Figure 1. M4 wires (run 1).
Supply wires on this layer in gray.
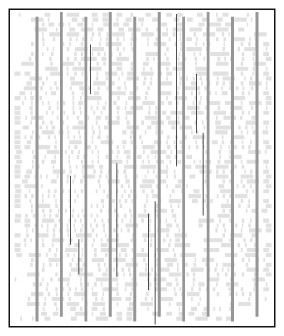
Figure 2. Signal wires on met3 (run 1).
Scale bar: 50 µm.
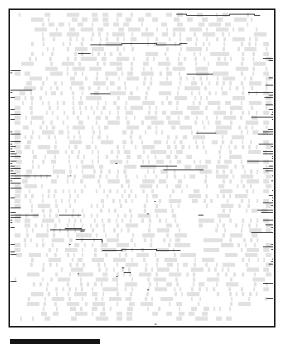
Figure 3. Clock nets (run 1).
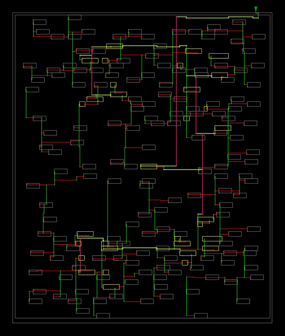
===== src/rtl/fetch_unit_pkg.sv =====
// Shared fetch-stage types and constants: canonical NOP encoding and the fetch FSM state enum.
package riscv_pipe_pkg;

  localparam logic [31:0] NOP_INSTR = 32'h0000_0013;

  typedef enum logic [2:0] {
    S_REQ,
    S_WAIT,
    S_HOLD,
    S_DROP,
    S_TRAP
  } fetch_state_t;

  function automatic logic [31:0] pc_plus4(input logic [31:0] pc);
    return pc + 32'd4;
  endfunction

endpackage


===== src/rtl/fetch_unit_if.sv =====
// Instruction-memory request/response bus between the fetch stage (master) and memory (slave).
interface fetch_unit_if;
  logic        imem_req_valid;
  logic [31:0] imem_req_addr;
  logic        imem_req_ready;
  logic        imem_resp_valid;
  logic [31:0] imem_resp_data;

  modport master (
    output imem_req_valid,
    output imem_req_addr,
    input  imem_req_ready,
    input  imem_resp_valid,
    input  imem_resp_data
  );

  modport slave (
    input  imem_req_valid,
    input  imem_req_addr,
    output imem_req_ready,
    output imem_resp_valid,
    output imem_resp_data
  );
endinterface


===== src/rtl/fetch_unit_skid.sv =====
// One-entry {instr, pc} holding register used when a response lands while the output slot is stalled.
module fetch_skid (
  input  logic        clk,
  input  logic        rst,
  input  logic        load,
  input  logic        unload,
  input  logic        flush,
  input  logic [31:0] load_instr,
  input  logic [31:0] load_pc,
  output logic        full,
  output logic [31:0] instr,
  output logic [31:0] pc
);

  always_ff @(posedge clk) begin
    if (rst || flush) begin
      full <= 1'b0;
    end else if (load) begin
      full <= 1'b1;
    end else if (unload) begin
      full <= 1'b0;
    end
  end

  always_ff @(posedge clk) begin
    if (rst) begin
      instr <= '0;
      pc    <= '0;
    end else if (load) begin
      instr <= load_instr;
      pc    <= load_pc;
    end
  end

endmodule


===== src/rtl/fetch_unit.sv =====
// Instruction-fetch stage: owns the PC, single outstanding imem request, redirect flush.
// Optional macro FETCH_MISALIGN_TRAP_EN enables the misaligned-redirect trap state.
//
// state  | meaning
// S_REQ  | issue fetch at pc when the output slot can take a result
// S_WAIT | request accepted, waiting for its response
// S_HOLD | response parked in skid, waiting for downstream to consume
// S_DROP | redirect hit an in-flight request; discard its response
// S_TRAP | misaligned redirect target reported, fetch halted until next redirect
module fetch_unit #(
  parameter logic [31:0] RESET_PC  = 32'h0000_0000,
  parameter logic [31:0] NOP_INSTR = riscv_pipe_pkg::NOP_INSTR
) (
  input  logic               clk,
  input  logic               rst,
  fetch_unit_if.master       imem,
  input  logic               stall,
  input  logic               redirect_valid,
  input  logic [31:0]        redirect_pc,
  output logic               fetch_valid,
  output logic [31:0]        fetch_instr,
  output logic [31:0]        fetch_pc,
  output logic               fetch_misalign
);
  import riscv_pipe_pkg::fetch_state_t;
  import riscv_pipe_pkg::S_REQ;
  import riscv_pipe_pkg::S_WAIT;
  import riscv_pipe_pkg::S_HOLD;
  import riscv_pipe_pkg::S_DROP;
  import riscv_pipe_pkg::S_TRAP;
  import riscv_pipe_pkg::pc_plus4;

  fetch_state_t state_q, state_d;
  logic [31:0]  pc_q, pc_d;
  logic         valid_q, valid_d;
  logic [31:0]  instr_q, instr_d;
  logic [31:0]  opc_q, opc_d;
  logic         mis_q, mis_d;

  logic         consume, slot_free, req_fire, loaded;
  logic         skid_load, skid_unload, skid_flush, skid_full;
  logic [31:0]  skid_instr, skid_pc;
  logic [31:0]  redir_target;

`ifdef FETCH_MISALIGN_TRAP_EN
  assign redir_target = redirect_pc;
`else
  assign redir_target = redirect_pc & 32'hFFFF_FFFC;
`endif

  assign consume   = valid_q && !stall;
  assign slot_free = !valid_q || consume;

  assign imem.imem_req_valid = !rst && (state_q == S_REQ) && slot_free;
  assign imem.imem_req_addr  = pc_q;
  assign req_fire            = imem.imem_req_valid && imem.imem_req_ready;

  fetch_skid u_skid (
    .clk        (clk),
    .rst        (rst),
    .load       (skid_load),
    .unload     (skid_unload),
    .flush      (skid_flush),
    .load_instr (imem.imem_resp_data),
    .load_pc    (pc_q),
    .full       (skid_full),
    .instr      (skid_instr),
    .pc         (skid_pc)
  );

  always_comb begin
    state_d     = state_q;
    pc_d        = pc_q;
    valid_d     = valid_q;
    instr_d     = instr_q;
    opc_d       = opc_q;
    mis_d       = mis_q;
    skid_load   = 1'b0;
    skid_unload = 1'b0;
    skid_flush  = 1'b0;
    loaded      = 1'b0;

    if (redirect_valid) begin
      // Redirect wins over stall: the output slot is flushed unconditionally.
      skid_flush = 1'b1;
      pc_d       = redir_target;
      valid_d    = 1'b0;
      instr_d    = NOP_INSTR;
      opc_d      = '0;
      mis_d      = 1'b0;
      case (state_q)
        S_WAIT:  state_d = imem.imem_resp_valid ? S_REQ : S_DROP;
        S_REQ:   state_d = req_fire ? S_DROP : S_REQ;
        S_DROP:  state_d = imem.imem_resp_valid ? S_REQ : S_DROP;
        default: state_d = S_REQ;
      endcase
`ifdef FETCH_MISALIGN_TRAP_EN
      if (redirect_pc[1:0] != 2'b00) begin
        state_d = S_TRAP;
        valid_d = 1'b1;
        opc_d   = redirect_pc;
        mis_d   = 1'b1;
      end
`endif
    end else begin
      case (state_q)
        S_REQ: begin
          if (req_fire) state_d = S_WAIT;
        end
        S_WAIT: begin
          if (imem.imem_resp_valid) begin
            pc_d = pc_plus4(pc_q);
            if (slot_free) begin
              loaded  = 1'b1;
              valid_d = 1'b1;
              instr_d = imem.imem_resp_data;
              opc_d   = pc_q;
              state_d = S_REQ;
            end else begin
              skid_load = 1'b1;
              state_d   = S_HOLD;
            end
          end
        end
        S_HOLD: begin
          if (consume && skid_full) begin
            loaded      = 1'b1;
            skid_unload = 1'b1;
            valid_d     = 1'b1;
            instr_d     = skid_instr;
            opc_d       = skid_pc;
            state_d     = S_REQ;
          end
        end
        S_DROP: begin
          if (imem.imem_resp_valid) state_d = S_REQ;
        end
`ifdef FETCH_MISALIGN_TRAP_EN
        S_TRAP: begin
          state_d = S_TRAP;
        end
`endif
        default: state_d = S_REQ;
      endcase

      if (!loaded && consume && (state_q != S_TRAP)) begin
        valid_d = 1'b0;
        instr_d = NOP_INSTR;
        opc_d   = '0;
      end
    end
  end

  always_ff @(posedge clk) begin
    if (rst) begin
      state_q <= S_REQ;
      pc_q    <= RESET_PC;
      valid_q <= 1'b0;
      instr_q <= NOP_INSTR;
      opc_q   <= '0;
      mis_q   <= 1'b0;
    end else begin
      state_q <= state_d;
      pc_q    <= pc_d;
      valid_q <= valid_d;
      instr_q <= instr_d;
      opc_q   <= opc_d;
      mis_q   <= mis_d;
    end
  end

  assign fetch_valid    = valid_q;
  assign fetch_instr    = instr_q;
  assign fetch_pc       = opc_q;
  assign fetch_misalign = mis_q;

endmodule

===== src/flat_wrapper.sv =====
// flat-port wrapper written by rule: the top's interface ports become plain ports
module fetch_unit_flat import riscv_pipe_pkg::fetch_state_t; import riscv_pipe_pkg::S_REQ; import riscv_pipe_pkg::S_WAIT; import riscv_pipe_pkg::S_HOLD; import riscv_pipe_pkg::S_DROP; import riscv_pipe_pkg::S_TRAP; import riscv_pipe_pkg::pc_plus4;
#(
  parameter logic [31:0] RESET_PC  = 32'h0000_0000,
  parameter logic [31:0] NOP_INSTR = riscv_pipe_pkg::NOP_INSTR
)
  (clk, rst, stall, redirect_valid, redirect_pc, fetch_valid, fetch_instr, fetch_pc, fetch_misalign, imem_imem_req_valid, imem_imem_req_addr, imem_imem_req_ready, imem_imem_resp_valid, imem_imem_resp_data);
  fetch_unit_if imem_i ();
  input  logic clk;
  input  logic rst;
  input  logic stall;
  input  logic redirect_valid;
  input  logic [31:0] redirect_pc;
  output logic fetch_valid;
  output logic [31:0] fetch_instr;
  output logic [31:0] fetch_pc;
  output logic fetch_misalign;
  output wire logic [$bits(imem_i.imem_req_valid)-1:0] imem_imem_req_valid;
  output wire logic [$bits(imem_i.imem_req_addr)-1:0] imem_imem_req_addr;
  input wire logic [$bits(imem_i.imem_req_ready)-1:0] imem_imem_req_ready;
  input wire logic [$bits(imem_i.imem_resp_valid)-1:0] imem_imem_resp_valid;
  input wire logic [$bits(imem_i.imem_resp_data)-1:0] imem_imem_resp_data;
  assign imem_imem_req_valid = imem_i.imem_req_valid;
  assign imem_imem_req_addr = imem_i.imem_req_addr;
  assign imem_i.imem_req_ready = imem_imem_req_ready;
  assign imem_i.imem_resp_valid = imem_imem_resp_valid;
  assign imem_i.imem_resp_data = imem_imem_resp_data;
  fetch_unit #(.RESET_PC(RESET_PC), .NOP_INSTR(NOP_INSTR)) u_core (.clk(clk), .rst(rst), .imem(imem_i), .stall(stall), .redirect_valid(redirect_valid), .redirect_pc(redirect_pc), .fetch_valid(fetch_valid), .fetch_instr(fetch_instr), .fetch_pc(fetch_pc), .fetch_misalign(fetch_misalign));
endmodule

===== config.mk =====
export PLATFORM = sky130hd
export DESIGN_NAME = fetch_unit_flat
export DESIGN_NICKNAME = d
export VERILOG_FILES = /design/src/rtl/fetch_unit_pkg.sv /design/src/rtl/fetch_unit_if.sv /design/src/rtl/fetch_unit_skid.sv /design/src/rtl/fetch_unit.sv /design/src/flat_wrapper.sv
export SDC_FILE = /design/constraint.sdc
export NUM_CORES = 1
export LEC_CHECK = 0
export ABC_AREA = 1
export CELL_PAD_IN_SITES_DETAIL_PLACEMENT = 2
export CELL_PAD_IN_SITES_GLOBAL_PLACEMENT = 2
export CORE_ASPECT_RATIO = 1.2
export CORE_UTILIZATION = 29
export DETAILED_ROUTE_END_ITERATION = 10
export PLACE_DENSITY_LB_ADDON = 0.15
export SETUP_SLACK_MARGIN = 0.4
export SYNTH_ARGS = -nofsm -noshare
export SYNTH_HDL_FRONTEND = slang
export SYNTH_SLANG_ARGS = --single-unit

===== constraint.sdc =====
create_clock -name clk -period 3.3 [get_ports clk]
set_clock_uncertainty 0.05 [all_clocks]
set_input_delay 0.66 -clock clk [delete_from_list [all_inputs] [get_ports clk]]
set_output_delay 0.66 -clock clk [all_outputs]
set_load 0.02 [all_outputs]

==> results_slide.txt, run 1 <==
Synthesis and Place & Route Summary

Run status
  • Status: completed

Power
  • Internal power: 3.42 mW
  • Switching fraction of total power: 0.311
  • Sequential power share: 0.410
  • Psw: 1.54 mW
  • Combinational share of power: 0.178
  • Pwr Total: 4.96 mW

Global routing
  • Tot GR Track Use: 0.204
  • Vias in the first global route: around 7900
  • M1 GR Usage: 0.241

Cells and area
  • Top class by area: logic gates
  • Fraction of area in registers: 0.325
  • Clk cell area share: 0.0614
  • Invs w/o clock: 91

Logic synthesis
  • Synth Cell Area: 7260 µm²
  • Synth cell types: 34
  • Avg Inst Size Synth: 6.81 µm²
  • Sequential share of the synthesized area: 0.435
  • Primary FF master, synth: dfxtp_1
  • Post-Syn Instances: 1066

Clock tree
  • Bufs on Longest Clock Path: 2
  • Clock Sink Count: ~160
  • CTS resizes: 0
  • Post-cts hold buffer count: 0

Detailed routing
  • DRC violations left: 0
  • Vias/cell: 4.90

Critical path
  • R2R cell count: 6
  • Worst setup startpoint: rst
  • Critical path type: in2out
  • CP required: 2.59 ns

Timing
  • Final Max Tran Viols: 0

Place
  • Place WS: 0.453 ns
  • Number of port buffers: 161
Notes on Figure 1 above:
longest straight run: 84.3 µm
main direction: vertical
Via Count: 7533
Detailed Route WL: 25400 µm

Notes on Figure 2 above:
wire length on this layer: 633 µm
share of all routed wire: 2.5%
nets with wire on the layer: 100
longest straight run: 23.9 µm
met3 GRT Util: 0.0345

Notes on Figure 3 above:
Num CTS Buffers: 17
clk latency late pin: 0.44 ns
Clock Buffer Count: 17
FFs & Latches: 158

==> run 1: power groups by stage <==
stage / clock network [mW] / logic, mW / registers [mW]
2_1_floorplan: 0 / 0.462 / 2.12
3_3_place_gp: 0 / 0.886 / 2.08
3_5_place_dp: 0 / 0.903 / 2.08
4_1_cts: 2.11 / 0.908 / 2.03
5_1_grt: 2.18 / 0.983 / 2.04
6_report: 2.04 / 0.884 / 2.03
==> run 1: flip-flops by register name, summed over array words and instances, names as in the netlist <==
| register | count |
|---|---|
| u_core.u_skid.full | 1 |
| u_core.imem.imem_req_addr | 30 |
| u_core.fetch_valid | 1 |
| u_core.fetch_pc | 30 |
| u_core.state_q | 2 |
| u_core.fetch_instr | 32 |
| u_core.u_skid.pc | 30 |
| u_core.u_skid.instr | 32 |
==> run 1: worst min-delay path by stage <==
stage                                        start                                  end  cells past startpoint
2_1_floorplan      u_core.u_skid.full$_SDFFE_PP0P_      u_core.u_skid.full$_SDFFE_PP0P_                      2
3_3_place_gp   u_core.fetch_instr[19]$_SDFFE_PP0P_  u_core.fetch_instr[19]$_SDFFE_PP0P_                      2
3_5_place_dp       u_core.fetch_pc[9]$_SDFFE_PP0P_      u_core.fetch_pc[9]$_SDFFE_PP0P_                      2
4_1_cts            u_core.fetch_pc[6]$_SDFFE_PP0P_      u_core.fetch_pc[6]$_SDFFE_PP0P_                      2
5_1_grt        u_core.fetch_instr[17]$_SDFFE_PP0P_  u_core.fetch_instr[17]$_SDFFE_PP0P_                      2
6_report          u_core.fetch_pc[26]$_SDFFE_PP0P_     u_core.fetch_pc[26]$_SDFFE_PP0P_                      2
==> run 1: critical path: stages <==
cell and delay [ns]:
clkdlybuf4s50_1 0.50, inv_2 0.10, nand2_1 0.07, nor2_1 0.15, dlymetal6s2s_1 0.26
Figure 4. Signal wires on met2 (run 1).
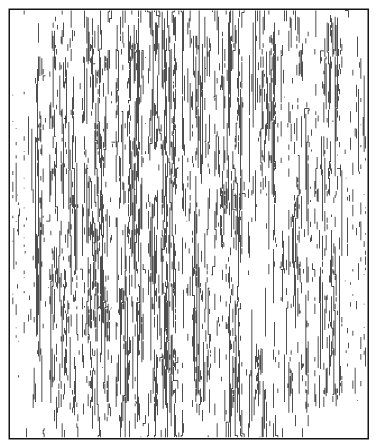

==> run 2: changes to the inputs <==
- CORE_UTILIZATION: 29 -> 27
- clock period: 3.3 -> 2.5 ns (I/O delays scaled with it)
Figure 5. Signal wires on met2 (run 2).
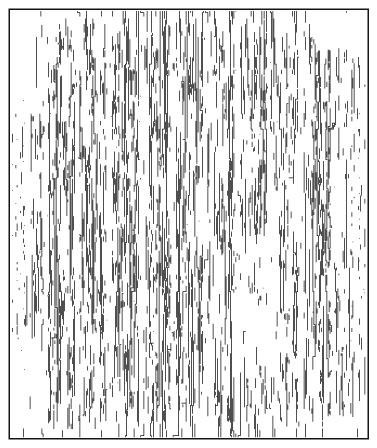
nets with wire on the layer: 1141
longest straight run: 67.0 µm
share of all routed wire: 50%
main direction: vertical
Detailed Route WL: 26400 µm
Via Count: 7518
GR met2 Demand/Resource: 0.350

Figure 6. Signal wires on met1 (run 2).
Supply wires on this layer in gray.
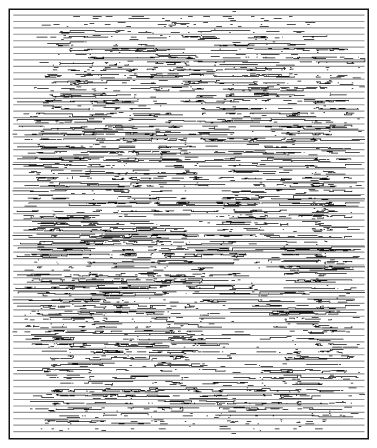
share of all routed wire: 45%
wire length on this layer: 12000 µm
nets with wire on the layer: 1153
M1 GR Usage: 0.237

==> run 2 against run 1 <==
Compared with the run above: die size is 7.3% higher; critical endpoint is now imem_imem_req_addr[24]; cell count is 1.4% higher; sequential cell count stayed put; hold slack better by 0.00097 ns; combinational power is 37% higher; critical path depth is 4 lower; sequential share of layout area is 0.55 points lower; synthesized cell count stayed put; register-to-register slack worse by 0.27 ns; core utilization is 1.8 points lower; first-iteration DRC count is 12% higher.
==> results_slide.txt, run 2 <==
Synthesis and Place & Route Summary

Run status
  • Status: completed

Critical path
  • Critical Path Stages: 1
  • Worst path top cell family by delay: buffers and inverters
  • Critical path cell sequence: clkdlybuf4s50_1
  • Crit-path slowest cell: clkdlybuf4s50_1
  • WP buf/inv: 1
  • Reg2Reg Launch Point: u_core.state_q[1]$_SDFFE_PP0P_
  • CP required: 1.95 ns
  • Critical path's largest stage delay: about 0.64 ns
  • R2R cell count: 9
  • Critical path type: reg2out

Timing
  • Final Max Tran Viols: 0
  • Fmax: 488 MHz

Logic synthesis
  • Sequential share of the synthesized area: 0.435
  • Top-area cell type share of the netlist area: 0.435
  • Synth cell types: 34
  • Avg Inst Size Synth: 6.81 µm²
  • Primary FF master, synth: dfxtp_1
  • Synth Cell Area: 7260 µm²
  • Synthesis area per yosys: 7260 µm²
  • XOR/XNOR Fraction of Synth Area: 0.0109
  • Post-Syn Instances: 1066
  • Post-synth EDFFs: 0
  • Mux frac, synth: 0

Place
  • Number of port buffers: between 150 and 200
  • Post-DP Area: just over 9000 µm²

Global routing
  • Largest net degree at the start of global routing: between 100 and 150
  • Vias in the first global route: 7854

Cells and area
  • Final std cells w/o fill: 1558
  • Final core utilization: 0.376
  • Top cells excl fill/tap: 320 x nand2_1, 156 x dfxtp_1, 140 x o21ai_0, 136 x a21oi_1, 135 x clkdlybuf4s50_1

Clock tree
  • Clock Sink Count: 158
  • CTS resizes: 25
  • Post-cts hold buffer count: 0
  • Clk latency late pin: 0.44 ns
  • Num CTS Buffers: 17
  • Bufs on Longest Clock Path: 2

Power
  • Sequential power share: 0.408
  • Clk power: 2.69 mW
  • Combinational Power: about 1.2 mW
  • Internal power: ~4.6 mW
  • Combinational share of power: 0.184
  • Flop+latch power: between 2 and 3 mW
  • Psw: 2.03 mW
  • Switching fraction of total power: 0.308

Min path
  • Worst Min Path Start: u_core.fetch_instr[20]$_SDFFE_PP0P_
  • Worst Hold End: u_core.fetch_instr[20]$_SDFFE_PP0P_

Die
  • Core area: 26400 µm²

Detailed routing
  • Vias/cell: 4.83
  • DRC violations left: 0
Figure 7. M4 wires (run 2).
Supply wires on this layer in gray.
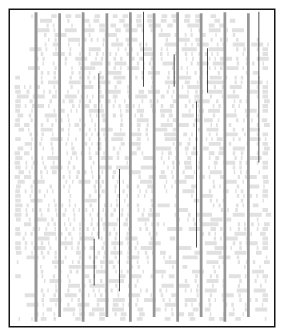
wire length on this layer: 448 µm
longest straight run: 95.2 µm
share of all routed wire: 1.7%
main direction: vertical
nets with wire on the layer: 5

run 2: netlist changes by cell type in the layout (fill, tap and decap cells not counted), moves of 4 or more:
cell | before | now
buf_12 | 2 | 6
buf_4 | 14 | 20
clkdlybuf4s50_1 | 160 | 135
clkinv_4 | 2 | 6
dlygate4sd2_1 | 0 | 17
dlymetal6s2s_1 | 1 | 8
inv_6 | 8 | 3
run 2: per-stage QoR:
step,power (mW),setup slack (ns)
finish,6.58,0.450
global placement,3.97,0.104
CTS,6.71,0.377
detailed placement,3.99,0.0630
floorplan,3.41,0.758
global route,6.92,0.387
run 2: final cells by class:
type                    instances  area (µm²)  share of cell area
multi-input cells             754        3470               0.350
flip-flops and latches        158        3170               0.320
repair buffers                188        1910               0.193
clock buffers                  18         439              0.0444
well taps                     335         419              0.0423
inverters                      91         342              0.0345
clock inverters                14         159              0.0160
run 2: how the worst max path moves through the flow:
stage                                                       endpoint  slack, ns                                  startpoint
final                                         imem_imem_req_addr[24]       0.45  u_core.imem.imem_req_addr[24]$_SDFFE_PP0P_
after global routing      u_core.imem.imem_req_addr[26]$_SDFFE_PP0P_       0.39   u_core.imem.imem_req_addr[3]$_SDFFE_PP0P_
after CTS                                        imem_imem_req_valid       0.38              u_core.state_q[1]$_SDFFE_PP0P_
after detailed placement                         imem_imem_req_valid       0.06                                       stall
after global placement                           imem_imem_req_valid       0.10                                       stall
after floorplan                       u_core.state_q[0]$_SDFFE_PP0P_       0.76                                         rst
run 2: routing by layer:
| metal | GRT usage | share of wire | vias up |
|---|---|---|---|
| met5 | 0 | 0 | - |
| met3 | 0.0274 | 0.028 | 22 |
| met4 | 0.0650 | 0.017 | 0 |
| li1 | - | - | 3717 |
| met2 | 0.350 | 0.50 | 129 |
| met1 | 0.237 | 0.45 | 3650 |
Figure 8. Signal wires on met3 (run 2).
Scale bar: 50 µm.
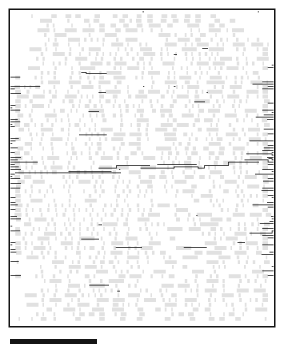

==> run 3: changes to the inputs <==
- CORE_UTILIZATION: 27 -> 24
- clock period: 2.5 -> 1.7 ns (I/O delays scaled with it)
Figure 9. Signal wires on met3 (run 3).
Scale bar: 50 µm.
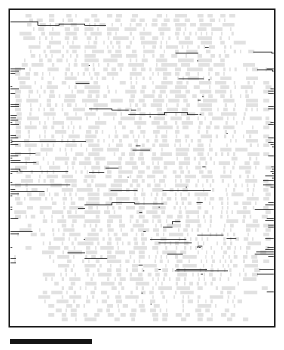
wire length on this layer: 944 µm
nets with wire on the layer: 100
longest straight run: 45.1 µm
main direction: horizontal
Detailed Route WL: 34700 µm
Via Count: 8371

Figure 10. Signal wires on met1 (run 3).
Supply wires on this layer in gray.
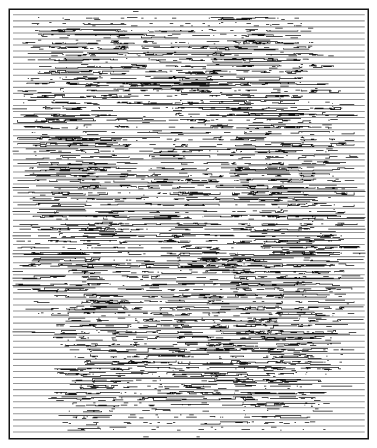
share of all routed wire: 43%
longest straight run: 55.2 µm
nets with wire on the layer: 1305
main direction: horizontal
wire length on this layer: 15000 µm

==> run 3 against run 2 <==
Compared with the run above: the flow now finishes with violations (negative setup slack); cell count rose by 13%; critical endpoint is now u_core.fetch_instr[5]$_SDFFE_PP0P_; combinational power is 140% higher; highest routed layer is now met5; synthesized cell count unchanged; core utilization is 6.6 points higher; via count rose by 11%; die size grew 12%; non-clock buffer count grew 146; sequential share of layout area fell by 6.4 points; hold slack lost 0.0061 ns.
==> results_slide.txt, run 3 <==
Synthesis and Place & Route Summary

Min path
  • Worst Hold End: u_core.u_skid.instr[28]$_SDFFE_PP0P_

Timing
  • Final worst slack: -0.224 ns
  • Final setup viols: 134
  • Final Max Tran Viols: 0

Critical path
  • Most Frequent Cell on Critical Path: inv_4
  • CP required: 2.02 ns
  • Critical path cell sequence: inv_4, buf_6, ha_4, inv_4, o22ai_1, nand2_2, inv_8, buf_12, nand2_1, a21oi_4
  • WP buf/inv: 5
  • Crit-path slowest cell: dfxtp_4

Place
  • Place WS: -0.437 ns
  • Post-DP Area: 10000 µm²

Run status
  • Violated checks: negative setup slack
  • Status: finished with violations

Clock tree
  • CTS resizes: 831
  • Clock Sink Count: 158
  • Bufs on Longest Clock Path: 2

Power
  • Switching fraction of total power: 0.328
  • Combinational Power: ~2.9 mW
  • Flop+latch power: between 3 and 4 mW
  • Internal power: 7.29 mW
  • Clk power: 3.95 mW
  • Psw: around 3.6 mW
  • Pwr Total: 10.8 mW

Logic synthesis
  • Synthesis area per yosys: 7260 µm²
  • Synth cell types: 34
  • Avg Inst Size Synth: 6.81 µm²
  • Post-synth EDFFs: 0
  • Post-Syn Instances: 1066
  • Primary FF master, synth: dfxtp_1

Global routing
  • Vias in the first global route: slightly below 9000

Cells and area
  • Final std cells w/o fill: 1760

Die
  • Core area: 29700 µm²
Figure 11. M4 wires (run 3).
Supply wires on this layer in gray.
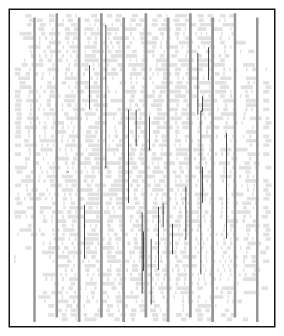
nets with wire on the layer: 13
longest straight run: 99.3 µm

-- run 3: cells by family (layout without fill, tap and decap cells) --
family / Yosys count / count (layout) / synth area share
AND/OR/NAND/NOR: 442 / 443 / 0.246
flip-flops: 158 / 158 / 0.435
buffers and inverters: 158 / 457 / 0.0920
XOR/XNOR: 9 / 9 / 0.0109
AND-OR/OR-AND: 292 / 292 / 0.204
other: 1 / 5 / 0.000516
adder cells (fa/ha/maj): 6 / 6 / 0.0103
-- run 3: cell type report --
| type | instances | area [µm²] | area share |
|---|---|---|---|
| tap | 390 | 488 | 0.0372 |
| clock buffer | 19 | 453 | 0.0345 |
| sequential | 158 | 3360 | 0.256 |
| inverter | 91 | 378 | 0.0288 |
| multi-input combinational | 755 | 4340 | 0.331 |
| timing repair buffer | 334 | 3980 | 0.303 |
| clock inverter | 13 | 131 | 0.0100 |
-- run 3: worst max path at each step --
stage | from | endpoint | slack [ns]
final | u_core.state_q[0]$_SDFFE_PP0P_ | u_core.fetch_instr[5]$_SDFFE_PP0P_ | -0.22
after global routing | u_core.state_q[1]$_SDFFE_PP0P_ | u_core.u_skid.pc[24]$_SDFFE_PP0P_ | -0.30
after CTS | u_core.state_q[0]$_SDFFE_PP0P_ | imem_imem_req_valid | -0.07
after detailed placement | stall | imem_imem_req_valid | -0.44
after global placement | stall | imem_imem_req_valid | -0.42
after floorplan | u_core.state_q[1]$_SDFFE_PP0P_ | u_core.u_skid.pc[30]$_SDFFE_PP0P_ | 0.16
-- run 3: per-layer routing --
metal | global-route usage | vias up | wire (µm)
met5 | 0 | - | 12
met4 | 0.0602 | 2 | 712
met3 | 0.0327 | 49 | 944
met2 | 0.385 | 139 | 18000
met1 | 0.252 | 4146 | 15000
li1 | - | 4035 | -
No activity file was given, so power comes from the tool's default toggle rates.
